Figure 1. Pin map (run 1).
Pins as bars across the die edge, other pins in gray.
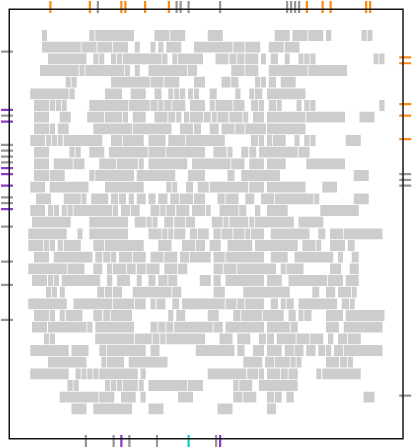
Figure 2. Clock wires, drivers and flops (run 1).
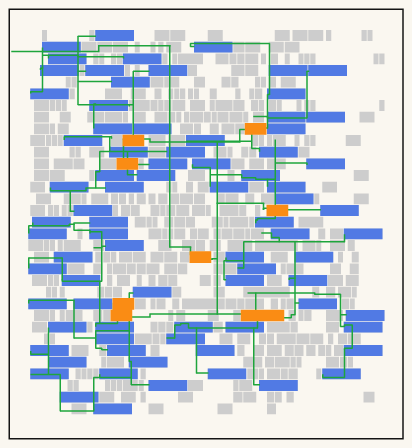
Figure 3. Signal wires by layer (run 1).
Only two layers are drawn.
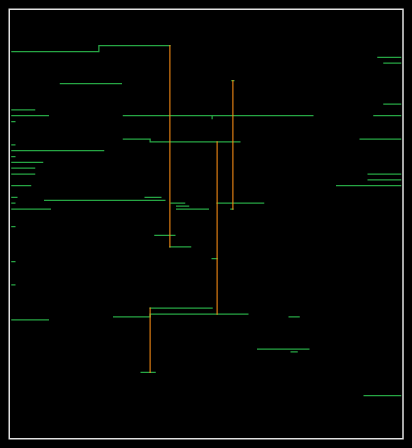
Design prog_load_controller, sky130hd; sources not shown.
==> summary.txt, run 1 <==
The run has ended; figures from its reports follow.

The die covers 9130 um^2. The count of hold-fix buffers inserted at cts is 0. The post-layout utilization of the core is 66.4%.

In this run, synthesis produced a sequential element count of 79. In this run, the synthesized area fraction spent on xor and xnor cells is recorded as 6.59%. The buffer and inverter count on the worst path is 0. The layout inverter count without the clock tree is 6.

Looking at the clock tree report, the maximum root-to-sink buffer count equals 2. The remaining routing DRC violations came out at 0. The final critical path takes up 84.6% of the cycle.

The area share of the largest cell type after synthesis came out at 46.9%. The sequential cell count is 79. The final cell count without fillers is 597. After legalization and detailed placement, the total HPWL measured 6430 um. The TritonCTS buffer count is 9. The depth of the worst register-to-register path came out at 8.

55 I/O pins were placed. The largest delay contributor family on the critical path is AND-OR/OR-AND gates. The dominant kind of combinational cell is simple AND/OR/NAND/NOR gates. The highest clock frequency the design can meet is 0.381 GHz.

Post-synth the commonest register cell is sky130_fd_sc_hd__dfrtp_1. The sequential share of cell area came out at 39.8%. The initial antenna violation count came to 0.

The area-dominant cell class after layout is logic gates. The complex-gate fraction of the synthesized area came out at 13.5%. The sum of negative setup slack is 0 ns. The cell occurring most often along the worst timing path is sky130_fd_sc_hd__a2111oi_4. The sequential cell area came out at 1980 um^2. The proportion of layout cells with a drive suffix above 1 is 13.6%.

The number of well taps came out at 105. The met3 demand-to-capacity share in global routing came out at 4.80%. The power per unit of standard cell area is 957 nW/um^2. The number of OpenROAD warnings came out at 27. The number of fillers in the final layout is 582. TritonCTS built the clock tree. After synthesis, the cell types taking the most area are sky130_fd_sc_hd__dfrtp_1 (47%), sky130_fd_sc_hd__nand2_1 (8.7%), sky130_fd_sc_hd__mux2_2 (4.3%).

The met2 track demand over resource in global routing is 36.7%. The delay of the slowest cell on the worst path came out at 0.44 ns. The number of standard cells after synthesis is 439. The largest net degree at the start of global routing is 80. The multi-input combinational cell area is 2060 um^2. The tightest hold margin came out at 0.248 ns. The final layout report lists a non-clock buffer count of 59. The floorplan core area came out at 7470 um^2. The critical path depth in cells came out at 8. The total design power came out at 4.75 mW. The post-synthesis mux area share came out at 4.51%. The maximum fanout count along the critical path came out at 8. The tree is rooted in a sky130_fd_sc_hd__clkbuf_8. Measured on the final layout, the clock distribution area share stands at 4.19%. In the floorplan report the effective utilization is 56.4%. The number of iterations in the first detailed-routing pass is 4.

The global routing report lists met1 layer usage as 27.3%. For flop-to-flop paths, the worst setup slack is 0.48 ns. The synthesized netlist was found by Yosys to have 439 cells. The via count of the first global-routing pass is 3327. The net count of the finished layout is 501.

The logic share of the area is 41.6%. The final-report max-slew violation count is 0. The max-capacitance violation count is 0. The cell type contributing the most total cell area after synthesis is sky130_fd_sc_hd__dfrtp_1. Setup repair after global routing left no endpoint under its margin.

The count of instances resized after the clock tree is built is 0. The flow ran to the end, and the final reports show no timing, DRC or antenna violations. Between the synthesized netlist and the finished layout, the area growth was recorded as 17.8%.
Back to the opening pictures, Figure 1:
port	color	pins	direction	edge
prog_ld	cyan	1	output	bottom
prog_addr	orange	16	output	11 top, 5 right
rx_byte	purple	8	input	6 left, 2 bottom
all pins by edge	20 top, 18 left, 9 right, 8 bottom
die y size: 99.8 um
Die W: 91.4 um
count of buffers from port buffering: 46

Back to the opening pictures, Figure 2:
[clock wires] green | length: 966 um
[clock drivers] orange | count: 9
[flip-flops] blue | count: 79
routed clock nets	10
flops lie	widely spread
setup skew after layout: 0.0118 ns
proportion of power drawn by the clock network: 16.6%
clock network power: 790 uW
insertion delay to the later sink of the worst-skew pair: 0.35 ns

Back to the opening pictures, Figure 3:
layer	color	wire length
metal 3	green	405 um
metal 4	orange	132 um
global-route total usage across every layer: 21.6%
via count of the routed design: 3285
DRT Wirelength: 9230 um
wire length per cell after detailed routing: 15.5 um

[run 1: through the flow]
stage | worst slack (ns) | cell area, um^2
3_5_place_dp | 0.428 | 4750
5_1_grt | 0.301 | 4960
4_1_cts | 0.488 | 4960
6_report | 0.477 | 4960
2_1_floorplan | 0.729 | 4240
3_3_place_gp | 0.505 | 4750
[run 1: power breakdown]
part           switching (mW)  internal (mW)
registers               0.351           1.41
clock network           0.394          0.397
logic                    1.25          0.948
[run 1: metal layers]
metal,up-vias,share of wire [%]
met4,0,1.4
met5,-,0
met3,10,4.4
met1,1608,44
met2,65,51
li1,1602,-
Figure 4. Congestion heat map (run 1).
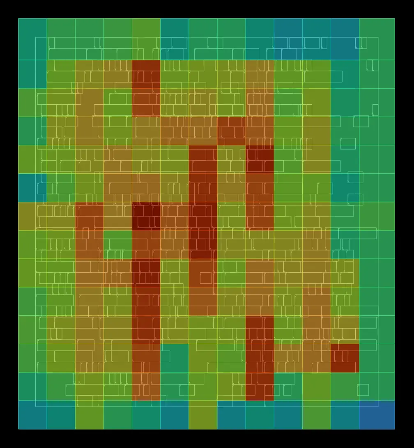

--- run 2 (diff from run 1) ---
--- a/config.mk
+++ b/config.mk
@@ -8,10 +8,10 @@
 export CAP_MARGIN = 10
 export CORE_ASPECT_RATIO = 1.1
 export CORE_MARGIN = 4
-export CORE_UTILIZATION = 55
+export CORE_UTILIZATION = 50
 export DETAILED_ROUTE_END_ITERATION = 12
 export HOLD_SLACK_MARGIN = 0.1
-export PLACE_DENSITY = 0.8
+export PLACE_DENSITY = 0.76
 export SYNTH_ARGS = -nofsm -noshare
 export SYNTH_HDL_FRONTEND = slang
 export SYNTH_SLANG_ARGS = --single-unit
==> constraint.sdc (replaced) <==
create_clock -name clk -period 2.19 [get_ports clk]
set_input_delay 0.3285 -clock clk [delete_from_list [all_inputs] [get_ports clk]]
set_output_delay 0.3285 -clock clk [all_outputs]
set_load 0.03 [all_outputs]
Figure 5. Congestion heat map (run 2).
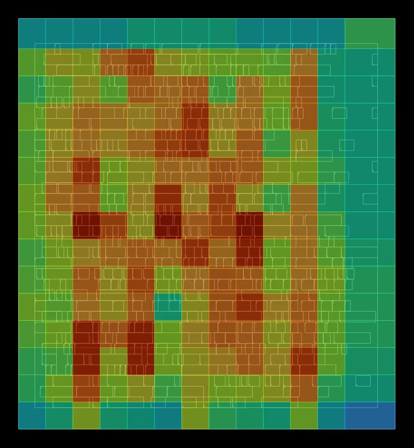
global-route total usage across every layer: 22.8%
met3 routing resource usage after global routing: 4.70%
wire length per cell after detailed routing: 16.4 um
busiest grt layer: met2
routing usage on met1: 28.8%

==> summary.txt, run 2 <==
The run has ended; figures from its reports follow.

The flow ran to the end, but the final reports show violations. The final reports fail on negative setup slack. The maximum fanout count along the critical path came out at 4 (-4).

The total cells reported by yosys after synthesis came out at 439 (unchanged). The count of input and output buffers is 46 (unchanged). The final-report max-slew violation count is 0 (unchanged). Setup repair after global routing could not meet its margin everywhere. sky130_fd_sc_hd__dfrtp_1 takes more of the synthesized area than any other cell. The via count of the first global-routing pass came out at 3843 (+16%). The HPWL after detailed placement is 7680 um (+19%).

The area share of the largest cell type after synthesis is 46.9% (unchanged). The share of the synthesized netlist area taken by xor and xnor gates was 6.59% (unchanged). The remaining routing DRC violations came out at 0 (unchanged). The final worst-path cycle share came out at 112% (+27 points). The setup fix buffers added after clock tree synthesis came out at 3. The power of the combinational group is 3.77 mW (+71%).

The cell-internal power came out at 4.35 mW (+58%). The post-layout utilization of the core came out at 70.5% (+4.1 points). The count of instances resized after the clock tree is built came out at 7 (+7). The proportion of layout cells with a drive suffix above 1 is 28.3% (+15 points). The floorplan core area came out at 8040 um^2 (+7.6%).

The tightest hold margin came out at 0.446 ns (+0.198 ns). The floorplan utilization is 52.4% (-4.0 points). The power per unit of standard cell area came out at 1320 nW/um^2 (+38%).

In the post-synthesis netlist, the biggest area contributors are sky130_fd_sc_hd__dfrtp_1 (47%), sky130_fd_sc_hd__nand2_1 (8.7%), sky130_fd_sc_hd__mux2_2 (4.3%). The met2 track demand over resource in global routing came out at 38.0% (+1.3 points). The required time of the critical path is 2.45 ns. The detailed router used layers up to and including met4.

The deepest clock path buffer count came out at 2 (unchanged). The placed instance area was 5290 um^2 (+11%). The routed length on met1 is 4690 um (+16%). The part of the total power dissipated in combinational logic came out at 50.3% (+4.0 points). The number of standard cells after synthesis was 439 (unchanged). The initial antenna violation count is 0 (unchanged). The tree is rooted in a sky130_fd_sc_hd__clkbuf_8. The relative contribution of the clock network to total power came out at 16.9% (+0.3 points).

Of all power groups, the one with the highest power is combinational logic. The final instance area came out at 5670 um^2 (+14%). The count of hold-fix buffers inserted at cts is 1 (+1). The total design power came to 7.49 mW (+58%). The critical path depth in cells is 10 (+2).

Among the non-sequential cells, simple AND/OR/NAND/NOR gates take the most area. The depth of the worst register-to-register path was 10 (+2). The worst-case clock skew came to 0.0156 ns (+0.00380 ns).

The area growth from synthesis to layout came out at 34.5%. The routed via count came to 3655 (+11%). The met3 routed wirelength is 391 um (-3.5%). The synthesis report names the predominant flop master as sky130_fd_sc_hd__dfrtp_1. The number of OpenROAD warnings is 29 (+7.4%). The worst hold path belongs to the class in2async. The full die area came out at 9960 um^2 (+9.1%).

The number of iterations in the first detailed-routing pass is 4 (unchanged). The complex-gate fraction of the synthesized area came out at 13.5% (unchanged). The count of final setup violators is 12.

TritonCTS built the clock tree. The cell that appears most often on the critical path is sky130_fd_sc_hd__buf_4. The sequential-cell power consumption is 2.45 mW (+39%). The post-synthesis mux area share came out at 4.51% (unchanged). The sum of negative setup slack is -2.64 ns (-2.64 ns). The final net count is 571 (+14%). The highest clock frequency the design can meet was 0.409 GHz (+7.2%). The latest clock arrival within the worst-skew pair came to 0.37 ns (+0.02 ns). The flip-flop and latch count after synthesis came out at 79 (unchanged). The largest net degree at the start of global routing came out at 47 (-41%). The total clock network power is 1.27 mW (+61%). The detailed-route wire length is 11000 um (+19%). The flop-to-flop setup slack came out at -0.26 ns (-0.73 ns).

The TritonCTS buffer count came out at 9 (unchanged). The number of I/O pins is 55 (unchanged). The clock input transition at the sequential cells of the worst setup and hold paths came out at 0.10 ns. The final cell count without fillers came out at 670 (+12%). In the synthesized netlist, the cells that appear most often are sky130_fd_sc_hd__nand2_1 (98), sky130_fd_sc_hd__dfrtp_1 (79), sky130_fd_sc_hd__o21ai_0 (28), sky130_fd_sc_hd__nor2_1 (24), sky130_fd_sc_hd__mux2_2 (16). The switching share of power is 41.9% (-0.080 points). The buffer and inverter count on the worst path is 2 (+2).

The delay of the slowest cell on the worst path is 0.43 ns (about the same). The sequential cell fraction of total power is 32.8% (-4.3 points). The worst path setup slack after routing is -0.257 ns (-0.734 ns). The wire length on met2 came to 5700 um (+22%). The switching component of the power is 3.14 mW (+57%).

The max-capacitance violation count came out at 0 (unchanged). The worst setup timing slack at the placement stage is -0.309 ns (-0.737 ns).
Figure 6. Pin map (run 2).
Pins as bars across the die edge, other pins in gray.
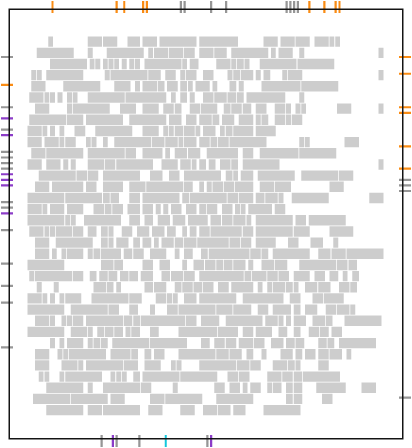
port	color	pins	direction	edge
prog_addr	orange	16	output	9 top, 6 right, 1 left
prog_ld	cyan	1	output	bottom
rx_byte	purple	8	input	6 left, 2 bottom
all pins by edge	21 left, 17 top, 10 right, 7 bottom
die y size: 104 um
Die W: 95.5 um

run 2: cell count changes in the layout (fill, tap and decap cells not counted), moves of 5 or more:
cell | previous run | this run
sky130_fd_sc_hd__a21oi_1 | 13 | 6
sky130_fd_sc_hd__a21oi_2 | 1 | 8
sky130_fd_sc_hd__buf_4 | 14 | 82
sky130_fd_sc_hd__dfrtp_1 | 79 | 74
sky130_fd_sc_hd__dfrtp_2 | 0 | 5
run 2: cell type report:
type                       count  area, um^2
sequential                    79        1980
tap                          108         135
multi-input combinational    332        2200
timing repair buffer         129        1100
fill                         604        2370
clock buffer                   9         124
clock inverter                 7         104
inverter                       6        25.0
Power and IR drop assume default switching activity.
